Run 1, cell placement:
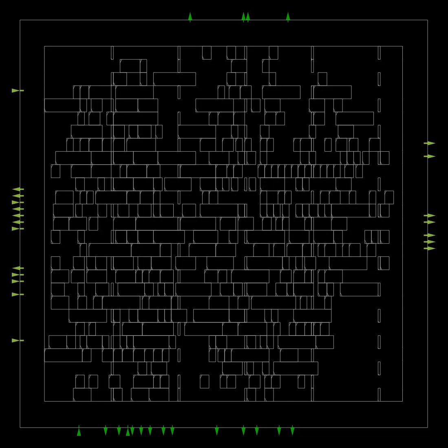
Run 1, met2 routing:
Bar = 20 um.
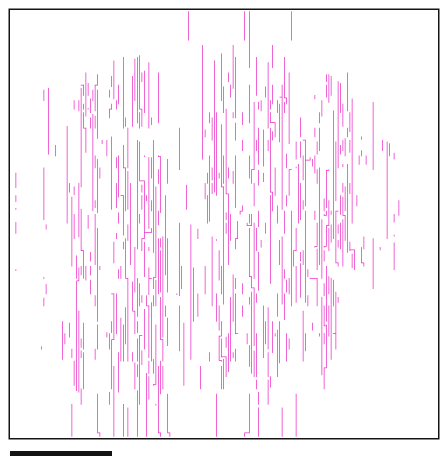
Run 1, sequential cells grouped by signal name:
Other sequential cells in the stronger grey, the rest of the logic in the fainter grey.
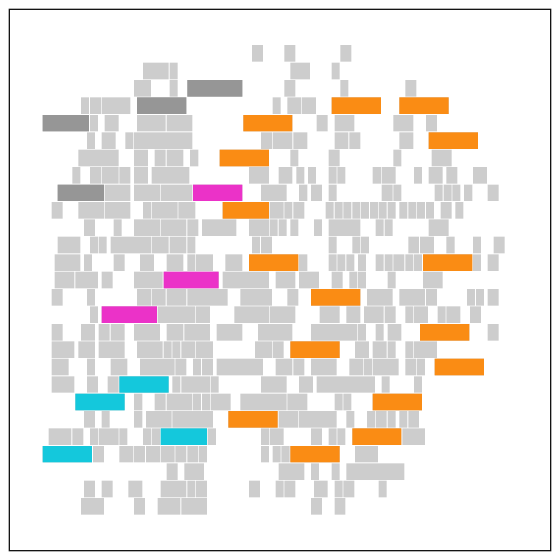
--- src/rtl/multicycle_control_fsm.sv ---
// -----------------------------------------------------------------------------
// multicycle_control_fsm
//
// Multi-cycle control sequencer for the 4-bit RISC core. Each instruction
// walks FETCH -> DECODE -> (EXEC -> WB | MEM [-> WB]) -> FETCH, or parks in
// HALTED until resume. Strobes are decoded combinationally from the state
// register and the latched opcode (ir); all outputs read 0 while rst is high.
//
// Ports:
//   clk          rising-edge clock
//   rst          synchronous, active-high reset
//   instr_valid  fetched instruction present on opcode (sampled in FETCH)
//   opcode       opcode from instruction memory
//   mem_ready    data memory completes the current request
//   resume       leave HALTED
//   fetch_req    request an instruction (FETCH)
//   ir_load      latch the instruction register (FETCH with instr_valid)
//   pc_inc       increment PC (DECODE)
//   alu_sel      ALU operation (EXEC only, else 0)
//   alu_en       ALU operation active (EXEC)
//   reg_we       register file write (WB)
//   mem_req      data memory request (MEM)
//   mem_we       1 = store, 0 = load; valid only with mem_req
//   halted       core halted
//   illegal      one-cycle pulse in DECODE on an illegal opcode
//   bus_err      one-cycle pulse on a memory timeout
//   instr_count  retired instruction count, wraps modulo 2^CNT_W
// -----------------------------------------------------------------------------
module multicycle_control_fsm #(
  parameter int OPCODE_W    = 4,
  parameter int ALU_SEL_W   = 3,
  parameter int CNT_W       = 16,
  parameter int MEM_TIMEOUT = 15
) (
  input  logic                 clk,
  input  logic                 rst,
  input  logic                 instr_valid,
  input  logic [OPCODE_W-1:0]  opcode,
  input  logic                 mem_ready,
  input  logic                 resume,
  output logic                 fetch_req,
  output logic                 ir_load,
  output logic                 pc_inc,
  output logic [ALU_SEL_W-1:0] alu_sel,
  output logic                 alu_en,
  output logic                 reg_we,
  output logic                 mem_req,
  output logic                 mem_we,
  output logic                 halted,
  output logic                 illegal,
  output logic                 bus_err,
  output logic [CNT_W-1:0]     instr_count
);

  localparam logic [2:0] FETCH  = 3'd0;
  localparam logic [2:0] DECODE = 3'd1;
  localparam logic [2:0] EXEC   = 3'd2;
  localparam logic [2:0] MEM    = 3'd3;
  localparam logic [2:0] WB     = 3'd4;
  localparam logic [2:0] HALTED = 3'd5;

  // The timeout counter only has to reach MEM_TIMEOUT-1.
  localparam int              TO_W    = (MEM_TIMEOUT > 1) ? $clog2(MEM_TIMEOUT) : 1;
  localparam logic [TO_W-1:0] TO_LAST = TO_W'(MEM_TIMEOUT - 1);

  logic [2:0]          state, state_d;
  logic [OPCODE_W-1:0] ir;
  logic [TO_W-1:0]     to_cnt;
  logic [CNT_W-1:0]    count_q;
  logic                retire, to_clr, to_inc;

  // ---------------------------------------------------------------------------
  // Opcode classification of the latched instruction
  // ---------------------------------------------------------------------------
  logic       hi_nz;
  logic [3:0] op4;
  logic       is_nop, is_load, is_store, is_alu, is_halt;
  logic [2:0] alu_code;

  // Any set bit above the 4-bit opcode field makes the instruction illegal.
  if (OPCODE_W > 4) begin : g_wide
    assign hi_nz = |ir[OPCODE_W-1:4];
  end else begin : g_narrow
    assign hi_nz = 1'b0;
  end

  assign op4      = ir[3:0];
  assign is_nop   = !hi_nz && (op4 == 4'h0);
  assign is_load  = !hi_nz && (op4 == 4'h1);
  assign is_store = !hi_nz && (op4 == 4'h2);
  assign is_alu   = !hi_nz && (op4 >= 4'h3) && (op4 <= 4'h7);
  assign is_halt  = !hi_nz && (op4 == 4'hf);

  always_comb begin
    case (op4)
      4'h3:    alu_code = 3'd0;  // ADD
      4'h4:    alu_code = 3'd1;  // SUB
      4'h5:    alu_code = 3'd2;  // AND
      4'h6:    alu_code = 3'd3;  // OR
      4'h7:    alu_code = 3'd4;  // NOT
      default: alu_code = 3'd0;
    endcase
  end

  // ---------------------------------------------------------------------------
  // Next state and output decode
  // ---------------------------------------------------------------------------
  always_comb begin
    // NOTE: every signal written here gets a default first so that no path
    // leaves it unassigned, which would otherwise infer a latch.
    state_d   = state;
    retire    = 1'b0;
    to_clr    = 1'b0;
    to_inc    = 1'b0;
    fetch_req = 1'b0;
    ir_load   = 1'b0;
    pc_inc    = 1'b0;
    alu_sel   = '0;
    alu_en    = 1'b0;
    reg_we    = 1'b0;
    mem_req   = 1'b0;
    mem_we    = 1'b0;
    halted    = 1'b0;
    illegal   = 1'b0;
    bus_err   = 1'b0;

    case (state)
      FETCH: begin
        fetch_req = 1'b1;
        if (instr_valid) begin
          ir_load = 1'b1;
          state_d = DECODE;
        end
      end
      DECODE: begin
        pc_inc = 1'b1;
        if (is_nop) begin
          retire  = 1'b1;
          state_d = FETCH;
        end else if (is_halt) begin
          retire  = 1'b1;
          state_d = HALTED;
        end else if (is_load || is_store) begin
          to_clr  = 1'b1;
          state_d = MEM;
        end else if (is_alu) begin
          state_d = EXEC;
        end else begin
          illegal = 1'b1;
          state_d = FETCH;
        end
      end
      EXEC: begin
        alu_en  = 1'b1;
        alu_sel = ALU_SEL_W'(alu_code);
        state_d = WB;
      end
      WB: begin
        reg_we  = 1'b1;
        retire  = 1'b1;
        state_d = FETCH;
      end
      MEM: begin
        mem_req = 1'b1;
        mem_we  = is_store;
        // A completion in the timeout cycle takes priority over the bus error.
        if (mem_ready) begin
          to_clr  = 1'b1;
          retire  = is_store;
          state_d = is_load ? WB : FETCH;
        end else if (to_cnt == TO_LAST) begin
          bus_err = 1'b1;
          to_clr  = 1'b1;
          state_d = FETCH;
        end else begin
          to_inc = 1'b1;
        end
      end
      HALTED: begin
        halted = 1'b1;
        if (resume) state_d = FETCH;
      end
      default: state_d = FETCH;
    endcase

    if (rst) begin
      fetch_req = 1'b0;
      ir_load   = 1'b0;
      pc_inc    = 1'b0;
      alu_sel   = '0;
      alu_en    = 1'b0;
      reg_we    = 1'b0;
      mem_req   = 1'b0;
      mem_we    = 1'b0;
      halted    = 1'b0;
      illegal   = 1'b0;
      bus_err   = 1'b0;
    end
  end

  assign instr_count = rst ? '0 : count_q;

  // ---------------------------------------------------------------------------
  // State registers
  // ---------------------------------------------------------------------------
  // NOTE: sequential state uses non-blocking assignments so every register
  // samples the pre-edge values regardless of statement order.
  always_ff @(posedge clk) begin
    if (rst) begin
      state   <= FETCH;
      ir      <= '0;
      to_cnt  <= '0;
      count_q <= '0;
    end else begin
      state <= state_d;
      if (state == FETCH && instr_valid) ir <= opcode;
      if (to_clr)      to_cnt <= '0;
      else if (to_inc) to_cnt <= to_cnt + 1'b1;
      if (retire) count_q <= count_q + 1'b1;
    end
  end

endmodule

--- config.mk ---
export PLATFORM = sky130hd
export DESIGN_NAME = multicycle_control_fsm
export DESIGN_NICKNAME = d
export VERILOG_FILES = /design/src/rtl/multicycle_control_fsm.sv
export SDC_FILE = /design/constraint.sdc
export NUM_CORES = 1
export LEC_CHECK = 0
export ABC_AREA = 1
export CAP_MARGIN = 15
export CORE_MARGIN = 5
export CORE_UTILIZATION = 31
export DETAILED_ROUTE_END_ITERATION = 12
export GPL_TIMING_DRIVEN = 0
export HOLD_SLACK_MARGIN = 0.15
export PLACE_DENSITY_LB_ADDON = 0.12
export SETUP_SLACK_MARGIN = 0.2
export SLEW_MARGIN = 20
export SYNTH_ARGS = -nofsm -noshare
export SYNTH_HDL_FRONTEND = slang
export SYNTH_SLANG_ARGS = --single-unit
--- constraint.sdc ---
create_clock -name clk -period 1.6 [get_ports clk]
set_clock_uncertainty 0.05 [all_clocks]
set_input_delay 0.32 -clock clk [delete_from_list [all_inputs] [get_ports clk]]
set_output_delay 0.32 -clock clk [all_outputs]
set_load 0.01 [all_outputs]
==> out/metrics.cfg, run 1 <==
[outcome]
outcome=complete, but fails checks
violations=setup timing

[cells_and_area]
syn_to_final_growth_pct=64.0
top_regs=count_q: 16 flops, ir: 4 flops, to_cnt: 4 flops
layout-drive-gt1-share=0.484
nets=362
final.clkbuf_count=4
antennaDiodeCount=0
fin_area_um2=2810

[synthesis]
async_flop_share=0
synth_chip_area_um2=1710
ff_type=dfxtp_1
fa_ha_area_frac=0.0219
syn_inst=288
top_cells_by_area=dfxtp_1, nand2_1, nor2_1
netlist_logic_family_top=simple AND/OR/NAND/NOR gates

[power_and_ir_drop]
powerDensity_nw_per_um2=608
p_int_w=0.00112
p_comb_frac=0.314
power.leakage_nw=1.11

[detailed_routing]
top_layer=met4
wire_per_inst_um=12.6

[worst_setup_path]
cp_common_cell=nand3_4
max_stage_delay_ps=350
path_max_fanout=8
crit_type=reg2out
reg2reg_slack_ps=40
crit_chain=buf_8, nand3_4, nor2_4, nand3_4, a21oi_2, buf_2

[cts]
clk-insertion-delay-late_ps=290
cts_sinks=27
clkTransAtPathRegs_ps=100
h-tree-depth=1

[floorplan]
io_pins=38

[place]
place_inst=397
dp_hpwl_um=3380
port_buffers=37

[worst_hold_path]
min_path_type=in2reg
hp-start=rst

[sta]
setup_viol=11
layout_setup_ws_ps=-115

[global_routing]
grt_use_total=0.141

Back to the opening pictures, 'cell placement':
num rows: 27
# fillers: 547
register fraction of the total cell area: 0.206

Back to the opening pictures, 'met2 routing':
share of all routed wire: 50%
main direction: vertical
longest straight run: 26.5 um
met2 Use GR: 0.246
via count: 2032
final wirelength: 5290 um

Back to the opening pictures, 'sequential cells grouped by signal name':
[ir] cyan | placed flops: 4 | where: south-west
[count_q] orange | placed flops: 16
[state] magenta | placed flops: 3
Seq power: 0.000745 W
Reg area: 577 um^2

==> run 2: changes to the inputs <==
--- a/config.mk
+++ b/config.mk
@@ -8,11 +8,12 @@
 export ABC_AREA = 1
 export CAP_MARGIN = 15
 export CORE_MARGIN = 5
-export CORE_UTILIZATION = 31
+export CORE_UTILIZATION = 54
 export DETAILED_ROUTE_END_ITERATION = 12
 export GPL_TIMING_DRIVEN = 0
 export HOLD_SLACK_MARGIN = 0.15
 export PLACE_DENSITY_LB_ADDON = 0.12
+export REMOVE_ABC_BUFFERS = 1
 export SETUP_SLACK_MARGIN = 0.2
 export SLEW_MARGIN = 20
 export SYNTH_ARGS = -nofsm -noshare
==> constraint.sdc (replaced) <==
create_clock -name clk -period 2.1 [get_ports clk]
set_clock_uncertainty 0.05 [all_clocks]
set_input_delay 0.42 -clock clk [delete_from_list [all_inputs] [get_ports clk]]
set_output_delay 0.42 -clock clk [all_outputs]
set_load 0.01 [all_outputs]
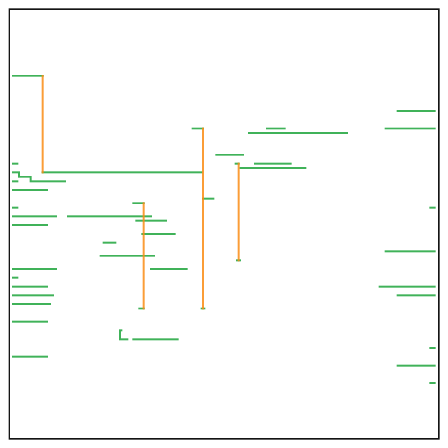
Run 2: signal wires by layer
Two of the layers only.
[met3] green | wire length: 228 um
[met4] orange | wire length: 74.1 um
via count: 1907
aggregate global-route resource usage: 0.203
final wirelength: 4240 um

==> out/metrics.cfg, run 2 <==
[outcome]
outcome=completed

[power_and_ir_drop]
p_int_w=0.000700
power.leakage_nw=1.11
p_comb_frac=0.235

[floorplan]
io_pins=38

[synthesis]
netlist_logic_family_top=simple AND/OR/NAND/NOR gates
top_cells_by_area=dfxtp_1, nand2_1, nor2_1
synth_chip_area_um2=1710
syn_inst=288
fa_ha_area_frac=0.0219
ff_type=dfxtp_1

[detailed_routing]
top_layer=met4

[worst_setup_path]
cp_common_cell=buf_4
reg2reg_slack_ps=310
crit_chain=buf_4, nand3_2, nor2_2, buf_4, dlygate4sd2_1
path_max_fanout=4

[sta]
layout_setup_ws_ps=133

[place]
port_buffers=37

[cells_and_area]
top_regs=count_q: 16 flops, ir: 4 flops, to_cnt: 4 flops
nets=344
final.clkbuf_count=4
antennaDiodeCount=0
seq_area_frac=0.257
n_fill_cell=274

[worst_hold_path]
hp-start=count_q[0]$_SDFFE_PP0P_

[cts]
h-tree-depth=1

==> run 3: changes to the inputs <==
--- a/config.mk
+++ b/config.mk
@@ -8,7 +8,7 @@
 export ABC_AREA = 1
 export CAP_MARGIN = 15
 export CORE_MARGIN = 5
-export CORE_UTILIZATION = 54
+export CORE_UTILIZATION = 45
 export DETAILED_ROUTE_END_ITERATION = 12
 export GPL_TIMING_DRIVEN = 0
 export HOLD_SLACK_MARGIN = 0.15
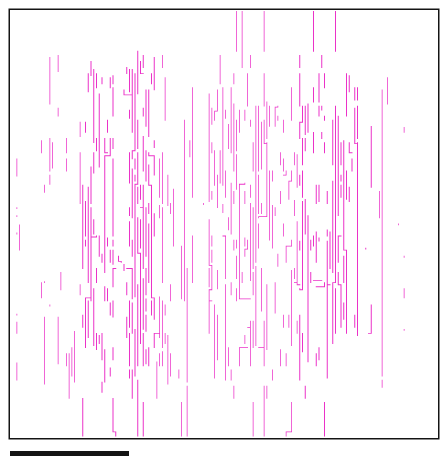
Run 3: met2 routing
Bar = 20 um.
wire length on this layer: 1970 um
main direction: vertical
nets with wire on the layer: 252
longest straight run: 47.9 um
met2 Use GR: 0.300
final wirelength: 4060 um
via count: 1826

==> out/metrics.cfg, run 3 <==
[outcome]
outcome=completed

[global_routing]
grt_use_total=0.166

[detailed_routing]
wire_per_inst_um=10.9
wl_met2_um=1970

[floorplan]
num_rows=22

[cts]
h-tree-depth=1
cts_sinks=27
post_cts_resized=39
clkTransAtPathRegs_ps=90
clk-insertion-delay-late_ps=270

[worst_setup_path]
crit_chain=inv_1, nor2_1, clkdlybuf4s50_1
path_max_fanout=4
crit_family=buffers and inverters
reg2reg_slack_ps=480
crit_type=reg2out
endpoint_kind=output port
max_stage_delay_ps=550

[synthesis]
netlist_logic_family_top=simple AND/OR/NAND/NOR gates
fa_ha_area_frac=0.0219
synth_chip_area_um2=1710
synth_cell_types=28
ff_type=dfxtp_1
top_cells_by_area=dfxtp_1, nand2_1, nor2_1
async_flop_share=0

[worst_hold_path]
min_path_type=in2reg
hold_depth=2

[sta]
layout_setup_ws_ps=270
setup_viol=0
rsz0062_at_grt=yes
tns_ps=0

[cells_and_area]
flop_area_um2=564
layout-drive-gt1-share=0.142
n_fill_cell=364
final.clkbuf_count=4
fin_area_um2=2240
clkCellAreaFrac=0.0201
nets=338

[power_and_ir_drop]
seq_power_w=0.000564
p_comb_frac=0.206
power.leakage_nw=0.924

[place]
dp_hpwl_um=2850
port_buffers=37


==> screenshots <==
Port wiring.
Bar = 20 um.
Plate I
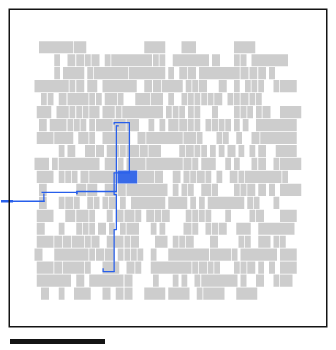
Plate II
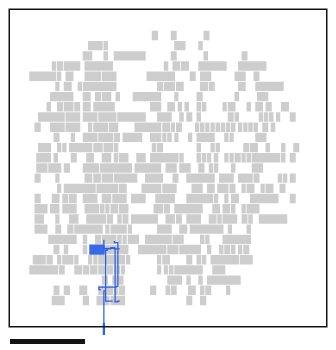
| picture | from |
|---|---|
| Plate II | run 1 |
| Plate I | run 2 |

Key to Plate II:
[alu_en] blue | bits: 1 | direction: output | edge: south | end cells: 1 | buffers: 3 | wire: 70.7 um

Power and IR drop assume default switching activity.
